[src/rtl/dbg_host_port_if.sv]
// Host-side command, write-beat and read-word handshakes of the debug port master.
interface dbg_host_port_if #(
    parameter int LEN_W = 8
);
    logic             cmd_valid;
    logic             cmd_ready;
    logic [1:0]       cmd_op;
    logic [31:0]      cmd_addr;
    logic [LEN_W-1:0] cmd_len;
    logic             wdata_valid;
    logic             wdata_ready;
    logic [31:0]      wdata;
    logic             rdata_valid;
    logic             rdata_ready;
    logic [31:0]      rdata;
    logic             done;
    logic             busy;

    modport master (
        output cmd_valid, cmd_op, cmd_addr, cmd_len, wdata_valid, wdata, rdata_ready,
        input  cmd_ready, wdata_ready, rdata_valid, rdata, done, busy
    );

    modport slave (
        input  cmd_valid, cmd_op, cmd_addr, cmd_len, wdata_valid, wdata, rdata_ready,
        output cmd_ready, wdata_ready, rdata_valid, rdata, done, busy
    );
endinterface

[src/rtl/dbg_host_port.sv]
// Debug/load port master: turns host bursts into timed CPU cmd/addr/data cycles,
// with address auto-increment and D-cache read-latency alignment.
module dbg_host_port #(
    parameter int LEN_W    = 8,
    parameter int READ_LAT = 1
) (
    input  logic           clk,
    input  logic           reset,
    dbg_host_port_if.slave host,
    output logic [1:0]     cpu_cmd,
    output logic [31:0]    cpu_addr,
    output logic [31:0]    cpu_wdata,
    input  logic [31:0]    cpu_rdata
);

    localparam int LAT_W = (READ_LAT > 1) ? $clog2(READ_LAT) : 1;

    typedef enum logic [2:0] {IDLE, WRITE, RD_ADDR, RD_WAIT, RD_RESP, DONE} state_t;

    state_t           state, state_nxt;
    logic [1:0]       op;
    logic [31:0]      addr;
    logic [LEN_W-1:0] remaining;
    logic             iss_vld_p1;
    logic [31:0]      iss_addr_p1;
    logic [31:0]      iss_data_p1;
    logic [31:0]      rdata_q;
    logic [LAT_W-1:0] lat_cnt;
    logic             cmd_acc, beat_acc, resp_acc, lat_last, capture;

    assign cmd_acc  = (state == IDLE) && host.cmd_valid;
    assign beat_acc = (state == WRITE) && host.wdata_valid && (remaining != '0);
    assign resp_acc = (state == RD_RESP) && host.rdata_ready;
    assign lat_last = (lat_cnt == LAT_W'(READ_LAT - 1));
    assign capture  = ((state == RD_ADDR) && !op[1]) || ((state == RD_WAIT) && lat_last);
    assign host.rdata = rdata_q;

    always_ff @(posedge clk or negedge reset) begin
        if (!reset) state <= IDLE;
        else        state <= state_nxt;
    end

    // The write op codes (01/11) and D-cache read code (10) equal cpu_cmd directly.
    always_comb begin
        state_nxt        = state;
        host.cmd_ready   = 1'b0;
        host.wdata_ready = 1'b0;
        host.rdata_valid = 1'b0;
        host.done        = 1'b0;
        host.busy        = 1'b1;
        cpu_cmd          = iss_vld_p1 ? op : 2'b00;
        cpu_addr         = iss_addr_p1;
        cpu_wdata        = iss_data_p1;
        case (state)
            IDLE: begin
                host.cmd_ready = 1'b1;
                host.busy      = 1'b0;
                if (host.cmd_valid) state_nxt = host.cmd_op[0] ? WRITE : RD_ADDR;
            end
            WRITE: begin
                host.wdata_ready = (remaining != '0);
                if ((remaining == '0) && iss_vld_p1) state_nxt = DONE;
            end
            RD_ADDR: begin
                cpu_cmd   = op;
                cpu_addr  = addr;
                state_nxt = op[1] ? RD_WAIT : RD_RESP;
            end
            RD_WAIT: begin
                cpu_cmd  = op;
                cpu_addr = addr;
                if (lat_last) state_nxt = RD_RESP;
            end
            RD_RESP: begin
                host.rdata_valid = 1'b1;
                if (host.rdata_ready) state_nxt = (remaining == LEN_W'(1)) ? DONE : RD_ADDR;
            end
            DONE: begin
                host.done = 1'b1;
                state_nxt = IDLE;
            end
            default: state_nxt = IDLE;
        endcase
    end

    // Stage p0 -> p1: an accepted write beat is issued to the CPU on the following cycle.
    always_ff @(posedge clk or negedge reset) begin
        if (!reset) begin
            op          <= 2'b00;
            addr        <= '0;
            remaining   <= '0;
            iss_vld_p1  <= 1'b0;
            iss_addr_p1 <= '0;
            iss_data_p1 <= '0;
            rdata_q     <= '0;
            lat_cnt     <= '0;
        end else begin
            iss_vld_p1 <= beat_acc;
            if (cmd_acc) begin
                op        <= host.cmd_op;
                addr      <= host.cmd_addr;
                remaining <= (host.cmd_len == '0) ? LEN_W'(1) : host.cmd_len;
            end
            if (beat_acc) begin
                iss_addr_p1 <= addr;
                iss_data_p1 <= host.wdata;
                addr        <= addr + 32'd4;
                remaining   <= remaining - LEN_W'(1);
            end
            if (state == RD_WAIT) lat_cnt <= lat_last ? '0 : lat_cnt + LAT_W'(1);
            else                  lat_cnt <= '0;
            if (capture) rdata_q <= cpu_rdata;
            if (resp_acc) begin
                addr      <= addr + (op[1] ? 32'd4 : 32'd1);
                remaining <= remaining - LEN_W'(1);
            end
        end
    end

endmodule

[src/flat_wrapper.sv]
// flat-port wrapper written by rule: the top's interface ports become plain ports
module dbg_host_port_flat 
#(
    parameter int LEN_W    = 8,
    parameter int READ_LAT = 1
)
  (clk, reset, cpu_cmd, cpu_addr, cpu_wdata, cpu_rdata, host_cmd_valid, host_cmd_op, host_cmd_addr, host_cmd_len, host_wdata_valid, host_wdata, host_rdata_ready, host_cmd_ready, host_wdata_ready, host_rdata_valid, host_rdata, host_done, host_busy);
  dbg_host_port_if #(.LEN_W(LEN_W)) host_i ();
  input  logic clk;
  input  logic reset;
  output logic [1:0] cpu_cmd;
  output logic [31:0] cpu_addr;
  output logic [31:0] cpu_wdata;
  input  logic [31:0] cpu_rdata;
  input wire logic [$bits(host_i.cmd_valid)-1:0] host_cmd_valid;
  input wire logic [$bits(host_i.cmd_op)-1:0] host_cmd_op;
  input wire logic [$bits(host_i.cmd_addr)-1:0] host_cmd_addr;
  input wire logic [$bits(host_i.cmd_len)-1:0] host_cmd_len;
  input wire logic [$bits(host_i.wdata_valid)-1:0] host_wdata_valid;
  input wire logic [$bits(host_i.wdata)-1:0] host_wdata;
  input wire logic [$bits(host_i.rdata_ready)-1:0] host_rdata_ready;
  output wire logic [$bits(host_i.cmd_ready)-1:0] host_cmd_ready;
  output wire logic [$bits(host_i.wdata_ready)-1:0] host_wdata_ready;
  output wire logic [$bits(host_i.rdata_valid)-1:0] host_rdata_valid;
  output wire logic [$bits(host_i.rdata)-1:0] host_rdata;
  output wire logic [$bits(host_i.done)-1:0] host_done;
  output wire logic [$bits(host_i.busy)-1:0] host_busy;
  assign host_i.cmd_valid = host_cmd_valid;
  assign host_i.cmd_op = host_cmd_op;
  assign host_i.cmd_addr = host_cmd_addr;
  assign host_i.cmd_len = host_cmd_len;
  assign host_i.wdata_valid = host_wdata_valid;
  assign host_i.wdata = host_wdata;
  assign host_i.rdata_ready = host_rdata_ready;
  assign host_cmd_ready = host_i.cmd_ready;
  assign host_wdata_ready = host_i.wdata_ready;
  assign host_rdata_valid = host_i.rdata_valid;
  assign host_rdata = host_i.rdata;
  assign host_done = host_i.done;
  assign host_busy = host_i.busy;
  dbg_host_port #(.LEN_W(LEN_W), .READ_LAT(READ_LAT)) u_core (.clk(clk), .reset(reset), .host(host_i), .cpu_cmd(cpu_cmd), .cpu_addr(cpu_addr), .cpu_wdata(cpu_wdata), .cpu_rdata(cpu_rdata));
endmodule
[config.mk]
export PLATFORM = sky130hd
export DESIGN_NAME = dbg_host_port_flat
export DESIGN_NICKNAME = d
export VERILOG_FILES = /design/src/rtl/dbg_host_port_if.sv /design/src/rtl/dbg_host_port.sv /design/src/flat_wrapper.sv
export SDC_FILE = /design/constraint.sdc
export NUM_CORES = 1
export LEC_CHECK = 0
export CORE_UTILIZATION = 48
export DETAILED_ROUTE_END_ITERATION = 12
export HOLD_SLACK_MARGIN = 0.1
export PLACE_DENSITY = 0.8
export SYNTH_ARGS = -nofsm -noshare
export SYNTH_HDL_FRONTEND = slang
export SYNTH_SLANG_ARGS = --single-unit
[constraint.sdc]
create_clock -name clk -period 2.53 [get_ports clk]
set_input_delay 0.506 -clock clk [delete_from_list [all_inputs] [get_ports clk]]
set_output_delay 0.506 -clock clk [all_outputs]
set_load 0.02 [all_outputs]
clk_routes.png
Scale bar: 50 um.
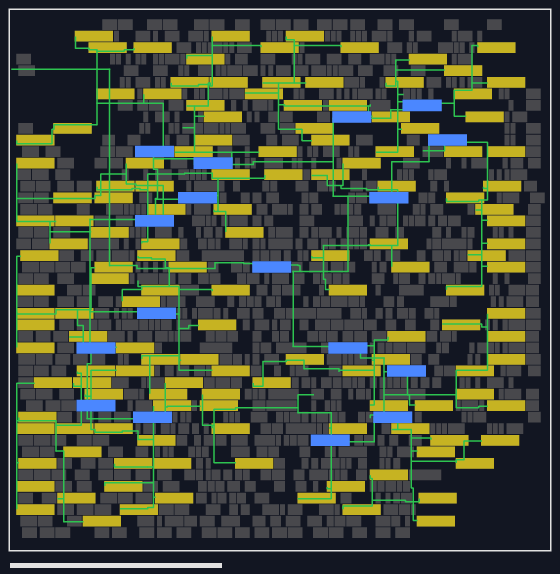
[green] clock wires | length: 1860 um
[yellow] flip-flops | count: 142
[blue] clock drivers | count: 17
flops lie	widely spread
routed clock nets	18
Fin Clk Skew: 12.8 ps
share of total power in the clock network: 18.0%

wires.png
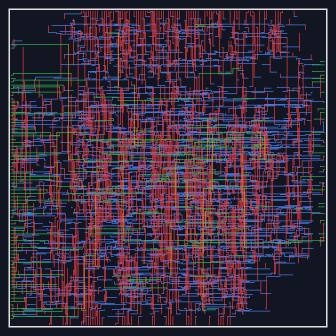
colour	layer	wire length
green	metal 3	1880 um
red	metal 2	10900 um
orange	metal 4	452 um
blue	metal 1	9370 um
total via count in the routed design: 7163
overall fraction of global-route tracks in use: 28.8%

==> Table 3: Implementation characteristics <==
Physical design parameters

Parameter                              Value

Outcome
  Status .................. finished clean

Power
  Comb pwr share .................. 49.9%
  Switching share of power .................. 41.3%
  Power drawn by the combinational cells .................. 6.79 mW
  LEAKAGE .................. 4.82 nW

Final timing
  Worst rel slew slack .................. 56.3%
  Final worst setup slack .................. 64.4 ps
  Worst Max-Slew Pin Slew .................. 649 ps
  Hold Violations, Final .................. 0
  Final setup violating endpoints .................. 0
  Final worst-path cycle share .................. 97.5%

Cells and area
  Post-route design area .................. 0.0107 sq mm
  Filler cells .................. 1166
  Comb gate area .................. 0.00371 sq mm
  Clock tree buffer count of the final layout .................. 22
  Final Util .................. 70.3%
  Total number of sequential cells .................. 142
  Share of the final layout cell area in sequential cells .................. 33.1%

Logic synthesis
  MUX area fraction .................. 9.71%
  Number of enable-type register cells in the synthesized netlist .................. 0
  Post-Synthesis Net Count .................. 937
  Area fraction in full adders, half adders and majority gates .................. 0.998%

Drt
  Detailed Route WL .................. 22.6 mm
  Wire length the detailed router placed on met1 .................. 9.37 mm
  Wire length per cell .................. 17.8 um

Place
  Cell Area, Placed .................. 0.0101 sq mm
  Final RePlAce weighted congestion .................. 0.903

Clock network
  Maximum clock path buffer count .................. 2
  Clock slew at reported path FFs .................. 60 ps
  H-Tree Level Count .................. 4
  Clock Latency Late Sink .................. 430 ps

Critical path
  Maximum fanout along the worst path .................. 18
  Launch instance of the worst register-to-register path .................. u_core.op[1]
  CP Launch Point .................. u_core.state[2]

Floorplan
  FP Rows .................. 45
io_fan.png
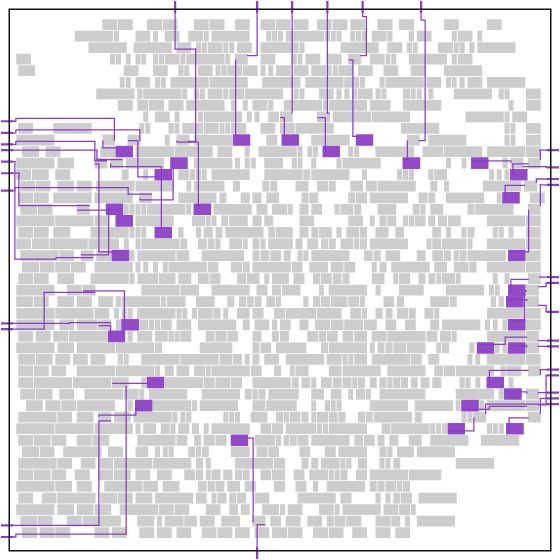
colour	port	direction	end cells	wire
purple	cpu_addr	output	32	999 um
ports placed on the boundary: 214
PortBufs: 213

[state kept, by name, indices dropped and copies added, names as in the netlist]
name                cells
u_core.host.rdata      32
u_core.op               2
u_core.iss_addr_p1     32
u_core.addr            32
u_core.state            3
u_core.cpu_wdata       32
u_core.iss_vld_p1       1
u_core.remaining        8
[worst paths after layout]
check / end / slack [ps] / cells past startpoint
setup / recovery: cpu_addr[3] / 60 / 4
hold / removal: u_core.cpu_wdata[29] / 470 / 2
setup reg to reg: u_core.addr[5] / 160 / 8
hold reg to reg: u_core.cpu_wdata[29] / 470 / 2
max in group asynchronous: u_core.addr[17] / 1290 / 3
min in group asynchronous: u_core.host.rdata[14] / 590 / 2
[what timing repair did]
| action | CTS | global route |
|---|---|---|
| hold buffers | 1 | 0 |
| pin swaps | 0 | 2 |
| buffers inserted | 0 | 1 |
| gates cloned | 1 | 0 |
| resized | 38 | 6 |
| setup endpoints to repair | 35 | 6 |
| endpoints found under the hold margin | 44 | 0 |
[per-layer routing]
layer | vias to the layer above | track usage (%)
met4 | 0 | 11.9
met3 | 42 | 7.66
li1 | 3332 | -
met2 | 331 | 45.9
met5 | - | 0
met1 | 3458 | 37.2
[synthesized netlist by cell type (4+ instances only)]
library cell and number:
o21ai_0 26, o22ai_1 11, nor2b_1 4, a21oi_1 35
nand4_1 9, ha_1 6, xnor2_1 5, buf_2 27
a31oi_1 7, and2_1 6, and3_1 4, buf_1 17
o21ai_1 4, nor4_1 6, inv_1 7, dfrtp_1 142
mux2_2 64, nor3_1 13, nor3b_1 5, o211ai_1 11
nand3_1 21, clkbuf_1 15, a21o_1 5, nor2_1 42
a211oi_1 7, nand2_1 239
[worst max-delay path: stages (launching register included)]
cell	delay (ps)
dfrtp_1	400
nor2b_4	240
buf_16	200
mux2_2	350
dlygate4sd2_1	340
No activity file was given, so power comes from the tool's default toggle rates.
